**src/rtl/instr_fetch_decode_pkg.sv**
```systemverilog
// rtl/instr_fetch_decode_pkg.sv - shared opcode, state and field-layout definitions
package instr_fetch_decode_pkg;

  localparam int ADDR_W_DEF  = 5;
  localparam int INSTR_W_DEF = 23;

  // Instruction word layout: rs and imm deliberately overlap.
  localparam int OPC_MSB = 22;
  localparam int OPC_LSB = 19;
  localparam int RD_MSB  = 18;
  localparam int RD_LSB  = 16;
  localparam int RS_MSB  = 15;
  localparam int RS_LSB  = 13;
  localparam int IMM_MSB = 15;
  localparam int IMM_LSB = 0;

  typedef enum logic [3:0] {
    OP_HALT = 4'd0,
    OP_LOAD = 4'd1,
    OP_MOV  = 4'd2,
    OP_ADD  = 4'd3,
    OP_SUB  = 4'd4,
    OP_XOR  = 4'd5,
    OP_OR   = 4'd6,
    OP_AND  = 4'd7,
    OP_DIV  = 4'd8,
    OP_MOD  = 4'd9
  } opcode_e;

  typedef enum logic [1:0] {
    ST_IDLE  = 2'd0,
    ST_FETCH = 2'd1,
    ST_ISSUE = 2'd2,
    ST_HALT  = 2'd3
  } state_e;

  function automatic logic op_is_illegal(input logic [3:0] op);
    return op > 4'(OP_MOD);
  endfunction

endpackage

```
**src/rtl/instr_fetch_decode_if.sv**
```systemverilog
// rtl/instr_fetch_decode_if.sv - decoded-instruction handshake bus toward the execute stage
interface instr_fetch_decode_if #(
  parameter int ADDR_W = 5
);
  logic              dec_valid;
  logic              dec_ready;
  logic [3:0]        dec_opcode;
  logic [2:0]        dec_rd;
  logic [2:0]        dec_rs;
  logic [15:0]       dec_imm;
  logic [2:0]        dec_sw;
  logic [ADDR_W-1:0] dec_pc;
  logic              dec_illegal;

  modport master (
    output dec_valid, dec_opcode, dec_rd, dec_rs, dec_imm, dec_sw, dec_pc, dec_illegal,
    input  dec_ready
  );

  modport slave (
    input  dec_valid, dec_opcode, dec_rd, dec_rs, dec_imm, dec_sw, dec_pc, dec_illegal,
    output dec_ready
  );
endinterface

```
**src/rtl/instr_field_decoder.sv**
```systemverilog
// rtl/instr_field_decoder.sv - combinational field split and legality check of a ROM word
module instr_field_decoder
  import instr_fetch_decode_pkg::*;
#(
  parameter int INSTR_W = INSTR_W_DEF
) (
  input  logic [INSTR_W-1:0] code,
  output logic [3:0]         opcode,
  output logic [2:0]         rd,
  output logic [2:0]         rs,
  output logic [15:0]        imm,
  output logic               is_halt,
  output logic               is_illegal
);

  assign opcode     = code[OPC_MSB:OPC_LSB];
  assign rd         = code[RD_MSB:RD_LSB];
  assign rs         = code[RS_MSB:RS_LSB];
  assign imm        = code[IMM_MSB:IMM_LSB];
  assign is_halt    = (opcode == 4'(OP_HALT));
  assign is_illegal = op_is_illegal(opcode);

endmodule

```
**src/rtl/instr_fetch_decode.sv**
```systemverilog
// rtl/instr_fetch_decode.sv - fetch/issue FSM, program counter and decoded-instruction registers
module instr_fetch_decode
  import instr_fetch_decode_pkg::*;
#(
  parameter int ADDR_W  = ADDR_W_DEF,
  parameter int INSTR_W = INSTR_W_DEF
) (
  input  logic                  clk,
  input  logic                  rst_n,
  input  logic                  start,
  output logic [ADDR_W-1:0]     rom_addr,
  input  logic [INSTR_W-1:0]    rom_code,
  input  logic [2:0]            rom_sw,
  instr_fetch_decode_if.master  dec,
  output logic                  busy,
  output logic                  halted
);

  state_e            state, state_nxt;
  logic [ADDR_W-1:0] pc, pc_nxt;
  logic              load;

  logic [3:0]  f_opcode;
  logic [2:0]  f_rd, f_rs;
  logic [15:0] f_imm;
  logic        f_halt, f_illegal;

  instr_field_decoder #(.INSTR_W(INSTR_W)) u_dec (
    .code       (rom_code),
    .opcode     (f_opcode),
    .rd         (f_rd),
    .rs         (f_rs),
    .imm        (f_imm),
    .is_halt    (f_halt),
    .is_illegal (f_illegal)
  );

  always_ff @(posedge clk or negedge rst_n) begin
    if (!rst_n) begin
      state <= ST_IDLE;
      pc    <= '0;
    end else begin
      state <= state_nxt;
      pc    <= pc_nxt;
    end
  end

  always_comb begin
    state_nxt = state;
    pc_nxt    = pc;
    load      = 1'b0;
    case (state)
      ST_IDLE, ST_HALT: begin
        if (start) begin
          pc_nxt    = '0;
          state_nxt = ST_FETCH;
        end
      end
      ST_FETCH: begin
        load      = 1'b1;
        state_nxt = f_halt ? ST_HALT : ST_ISSUE;
      end
      ST_ISSUE: begin
        // The last ROM address ends the program instead of wrapping to 0.
        if (dec.dec_ready) begin
          if (dec.dec_illegal || (pc == {ADDR_W{1'b1}})) begin
            state_nxt = ST_HALT;
          end else begin
            pc_nxt    = pc + ADDR_W'(1);
            state_nxt = ST_FETCH;
          end
        end
      end
      default: state_nxt = ST_IDLE;
    endcase
  end

  always_ff @(posedge clk or negedge rst_n) begin
    if (!rst_n) begin
      dec.dec_opcode  <= '0;
      dec.dec_rd      <= '0;
      dec.dec_rs      <= '0;
      dec.dec_imm     <= '0;
      dec.dec_sw      <= '0;
      dec.dec_pc      <= '0;
      dec.dec_illegal <= 1'b0;
    end else if (load) begin
      dec.dec_opcode  <= f_opcode;
      dec.dec_rd      <= f_rd;
      dec.dec_rs      <= f_rs;
      dec.dec_imm     <= f_imm;
      dec.dec_sw      <= rom_sw;
      dec.dec_pc      <= pc;
      dec.dec_illegal <= f_illegal;
    end
  end

  assign dec.dec_valid = (state == ST_ISSUE);
  assign busy          = (state == ST_FETCH) || (state == ST_ISSUE);
  assign halted        = (state == ST_HALT);
  assign rom_addr      = pc;

endmodule

```
**src/flat_wrapper.sv**
```systemverilog
// flat-port wrapper written by rule: the top's interface ports become plain ports
module instr_fetch_decode_flat import instr_fetch_decode_pkg::*;
#(
  parameter int ADDR_W  = ADDR_W_DEF,
  parameter int INSTR_W = INSTR_W_DEF
)
  (clk, rst_n, start, rom_addr, rom_code, rom_sw, busy, halted, dec_dec_valid, dec_dec_opcode, dec_dec_rd, dec_dec_rs, dec_dec_imm, dec_dec_sw, dec_dec_pc, dec_dec_illegal, dec_dec_ready);
  instr_fetch_decode_if #(.ADDR_W(ADDR_W)) dec_i ();
  input  logic clk;
  input  logic rst_n;
  input  logic start;
  output logic [ADDR_W-1:0] rom_addr;
  input  logic [INSTR_W-1:0] rom_code;
  input  logic [2:0] rom_sw;
  output logic busy;
  output logic halted;
  output wire logic [$bits(dec_i.dec_valid)-1:0] dec_dec_valid;
  output wire logic [$bits(dec_i.dec_opcode)-1:0] dec_dec_opcode;
  output wire logic [$bits(dec_i.dec_rd)-1:0] dec_dec_rd;
  output wire logic [$bits(dec_i.dec_rs)-1:0] dec_dec_rs;
  output wire logic [$bits(dec_i.dec_imm)-1:0] dec_dec_imm;
  output wire logic [$bits(dec_i.dec_sw)-1:0] dec_dec_sw;
  output wire logic [$bits(dec_i.dec_pc)-1:0] dec_dec_pc;
  output wire logic [$bits(dec_i.dec_illegal)-1:0] dec_dec_illegal;
  input wire logic [$bits(dec_i.dec_ready)-1:0] dec_dec_ready;
  assign dec_dec_valid = dec_i.dec_valid;
  assign dec_dec_opcode = dec_i.dec_opcode;
  assign dec_dec_rd = dec_i.dec_rd;
  assign dec_dec_rs = dec_i.dec_rs;
  assign dec_dec_imm = dec_i.dec_imm;
  assign dec_dec_sw = dec_i.dec_sw;
  assign dec_dec_pc = dec_i.dec_pc;
  assign dec_dec_illegal = dec_i.dec_illegal;
  assign dec_i.dec_ready = dec_dec_ready;
  instr_fetch_decode #(.ADDR_W(ADDR_W), .INSTR_W(INSTR_W)) u_core (.clk(clk), .rst_n(rst_n), .start(start), .rom_addr(rom_addr), .rom_code(rom_code), .rom_sw(rom_sw), .dec(dec_i), .busy(busy), .halted(halted));
endmodule
```
**config.mk**
```make
export PLATFORM = sky130hd
export DESIGN_NAME = instr_fetch_decode_flat
export DESIGN_NICKNAME = d
export VERILOG_FILES = /design/src/rtl/instr_fetch_decode_pkg.sv /design/src/rtl/instr_fetch_decode_if.sv /design/src/rtl/instr_field_decoder.sv /design/src/rtl/instr_fetch_decode.sv /design/src/flat_wrapper.sv
export SDC_FILE = /design/constraint.sdc
export NUM_CORES = 1
export LEC_CHECK = 0
export CAP_MARGIN = 20
export CORE_MARGIN = 5
export CORE_UTILIZATION = 41
export CTS_CLUSTER_DIAMETER = 120
export DETAILED_ROUTE_END_ITERATION = 10
export GPL_ROUTABILITY_DRIVEN = 1
export PLACE_DENSITY_LB_ADDON = 0.3
export SLEW_MARGIN = 20
export SYNTH_ARGS = -nofsm -noshare
export SYNTH_HDL_FRONTEND = slang
export SYNTH_HIERARCHICAL = 1
export SYNTH_SLANG_ARGS = --single-unit
```
**constraint.sdc**
```tcl
create_clock -name clk -period 1.85 [get_ports clk]
set_input_delay 0.37 -clock clk [delete_from_list [all_inputs] [get_ports clk]]
set_output_delay 0.37 -clock clk [all_outputs]
set_load 0.01 [all_outputs]
```
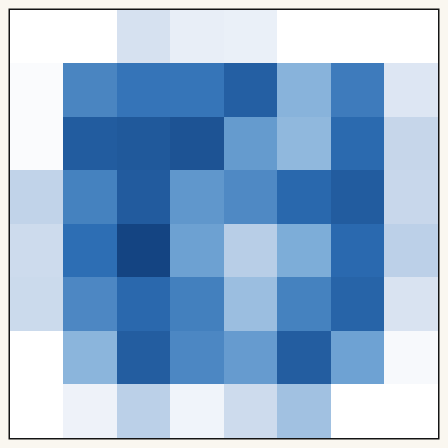
*Local utilization*
The die is cut into 8 by 8 equal tiles; white is low, dark blue is high, 0 to 100% covered.
mean over tiles = 43%
tiles over 75% full = 22%
fullest tile = 92%
nearly empty tiles = 14%
Core Util, Final: 60.2%
core footprint: 4820 µm²

==> impl_metrics.py <==
# Metrics from the implementation run
metrics = {
    "status": {
        "status": "complete, no violations",
    },
    "logic_synthesis": {
        "top_cell": "dfrtp_1",
        "edf_count": 0,
        "yosysTopAreaCell": "dfrtp_1",
        "synthCells": 163,
        "yosysCellCount": 163,
        "synth-seq-area-share_pct": 50.9,
        "netlist_area_um2": 2060,
        "yosys-top-cells-area": "dfrtp_1, mux2_1, buf_4, ha_1, buf_2",
        "ys_top_cells_by_count": "dfrtp_1, mux2_1, buf_4, buf_2",
    },
    "floorplanning": {
        "die_area_um2": 6550,
        "num_rows": 25,
    },
    "route": {
        "avgRoutedWirePerCell_um": 16.6,
        "ant_nets": 0,
        "wl_um": 4810,
        "via_count": 1441,
    },
    "setup_path": {
        "cp_slowest_cell": "dfrtp_2",
        "max_stage_delay_ns": 0.43,
        "path_buffers": 0,
        "cp.required_ns": 2.01,
        "critPathKind": "register to register",
        "worst-endpoint-arrival_ns": 1.99,
    },
    "pwr": {
        "intPower_uw": 2860,
        "p_sw_share_pct": 34.2,
        "switchingPower_uw": 1490,
        "clkPwrFrac_pct": 13.7,
        "irDropWorstVdd_mv": 0.702,
    },
    "cts": {
        "cts_tree": "yes",
        "clockBufferDepth": 2,
    },
    "placement": {
        "gp_congestion": 0.850,
        "io_buffers": 72,
        "dp_hpwl_um": 3660,
        "post-place-cells": 281,
    },
    "sta": {
        "whs_ns": 0.0232,
        "finalSetupViolCount": 0,
        "min_period_over_period_pct": 98.8,
        "tightest_slew_ns": 0.698,
        "max_freq_ghz": 0.547,
        "period_needed_ns": 1.83,
        "rsz0062_at_grt": "yes",
    },
    "grt": {
        "grt_usage_pct": 15.2,
        "grt_overflow": 0,
        "antenna_found_initial": 0,
    },
    "layout": {
        "fillers": 421,
        "seq_area_um2": 1050,
        "diodes": 0,
        "nets": 257,
    },
    "job": {
        "cap_violations": 0,
    },
    "hold_path": {
        "hp-class": "input port to asynchronous set/reset pin",
    },
}
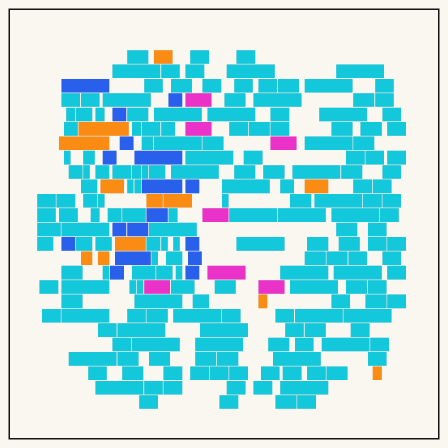
*Drive-strength map*
x3 and x4 -> blue  # cells 17
x6 and larger -> magenta  # cells 7
x1 and smaller -> cyan  # cells 187
x2 -> orange  # cells 12

[area by class of cell]
cell class,instances,area share (%)
Inverter,5,0.647
Sequential cell,42,36.3
Clock buffer,7,2.98
Multi-Input combinational cell,84,28.8
Timing Repair Buffer,84,28.2
Tap cell,67,2.89
Clock inverter,1,0.172
[metrics by stage]
stage	setup TNS, ns	setup slack (ns)	cell area [µm²]
after floorplan	0	0.00458	2090
after CTS	-0.0191	-0.0138	2860
final	0	0.0213	2900
after global placement	0	0.0598	2760
after detailed placement	-0.0638	-0.0638	2760
after global routing	-0.0633	-0.0335	2900
[registers in the layout (all words and copies together), names as in the netlist]
register	flops
u_core/dec.dec_sw	3
u_core/dec.dec_rd	3
u_core/dec.dec_illegal	1
u_core/dec.dec_rs	3
u_core/rom_addr	5
u_core/dec.dec_opcode	4
u_core/state	2
u_core/dec.dec_pc	5
u_core/dec.dec_imm	16
[cells in the final DEF, fill, tap and decap left out, drive strengths merged]
cell           count
mux2i              1
dlymetal6s2s       1
clkinv             1
nand3              1
o32ai              1
clkdlybuf4s50     68
nand2              5
nand3b             1
mux2              35
a221oi             1
ha                 5
o311ai             2
a2bb2oi            1
a32oi              2
or2                2
inv                5
and4bb             1
and2               2
and3               1
buf               13
nor3               2
clkbuf             7
o21ai              3
nor4               3
dfrtp             42
nor2               3
o21a               2
a21oi              1
nor3b              3
a41oi              1
and2b              2
or3b               1
o211ai             2
dlygate4sd2        2
[cell families after synthesis]
group | count (synthesis) | synth area share [%]
AND-OR/OR-AND | 16 | 5.88
adder cells (fa/ha/maj) | 5 | 3.03
buffers and inverters | 37 | 11.8
flip-flops | 42 | 50.9
multiplexers | 36 | 19.6
AND/OR/NAND/NOR | 27 | 8.79
[layer usage]
layer / track usage, % / routed length (µm) / up-vias / part of all wire (%)
met4: 5.41 / 89 / 0 / 1.9
li1: - / - / 668 / -
met2: 26.2 / 2480 / 51 / 52
met1: 18.3 / 1890 / 715 / 39
met5: 0 / 0 / - / 0
met3: 4.21 / 346 / 7 / 7.2
[power groups by stage]
stage	combinational, µW	sequential (µW)	clock, µW
after floorplan	894	1720	0
after global placement	2170	1510	0
after detailed placement	2250	1540	0
after CTS	2250	1520	619
after global routing	2410	1580	666
final	2230	1520	595
[worst paths after layout]
path                                                    from                           endpoint  slack (ns)  cells after the start
min                                                    rst_n        u_core/state[1]$_DFFE_PN0P_        0.02                      1
max in group asynchronous                              rst_n     u_core/rom_addr[1]$_DFFE_PN0P_        1.34                      2
min reg2reg                u_core/dec.dec_imm[4]$_DFFE_PN0N_  u_core/dec.dec_imm[4]$_DFFE_PN0N_        0.49                      1
max                           u_core/rom_addr[1]$_DFFE_PN0P_     u_core/rom_addr[4]$_DFFE_PN0P_        0.02                      6
min in group clk           u_core/dec.dec_imm[4]$_DFFE_PN0N_  u_core/dec.dec_imm[4]$_DFFE_PN0N_        0.49                      1
max reg2reg                   u_core/rom_addr[1]$_DFFE_PN0P_     u_core/rom_addr[4]$_DFFE_PN0P_        0.02                      6
[what timing repair did]
item	in CTS	in global routing
hold buffers	0	0
gates resized	4	5
gates cloned	0	0
setup buffers	0	1
setup endpoints to repair	4	5
pin swaps	0	4
Power is estimated from default activity; no workload was simulated.
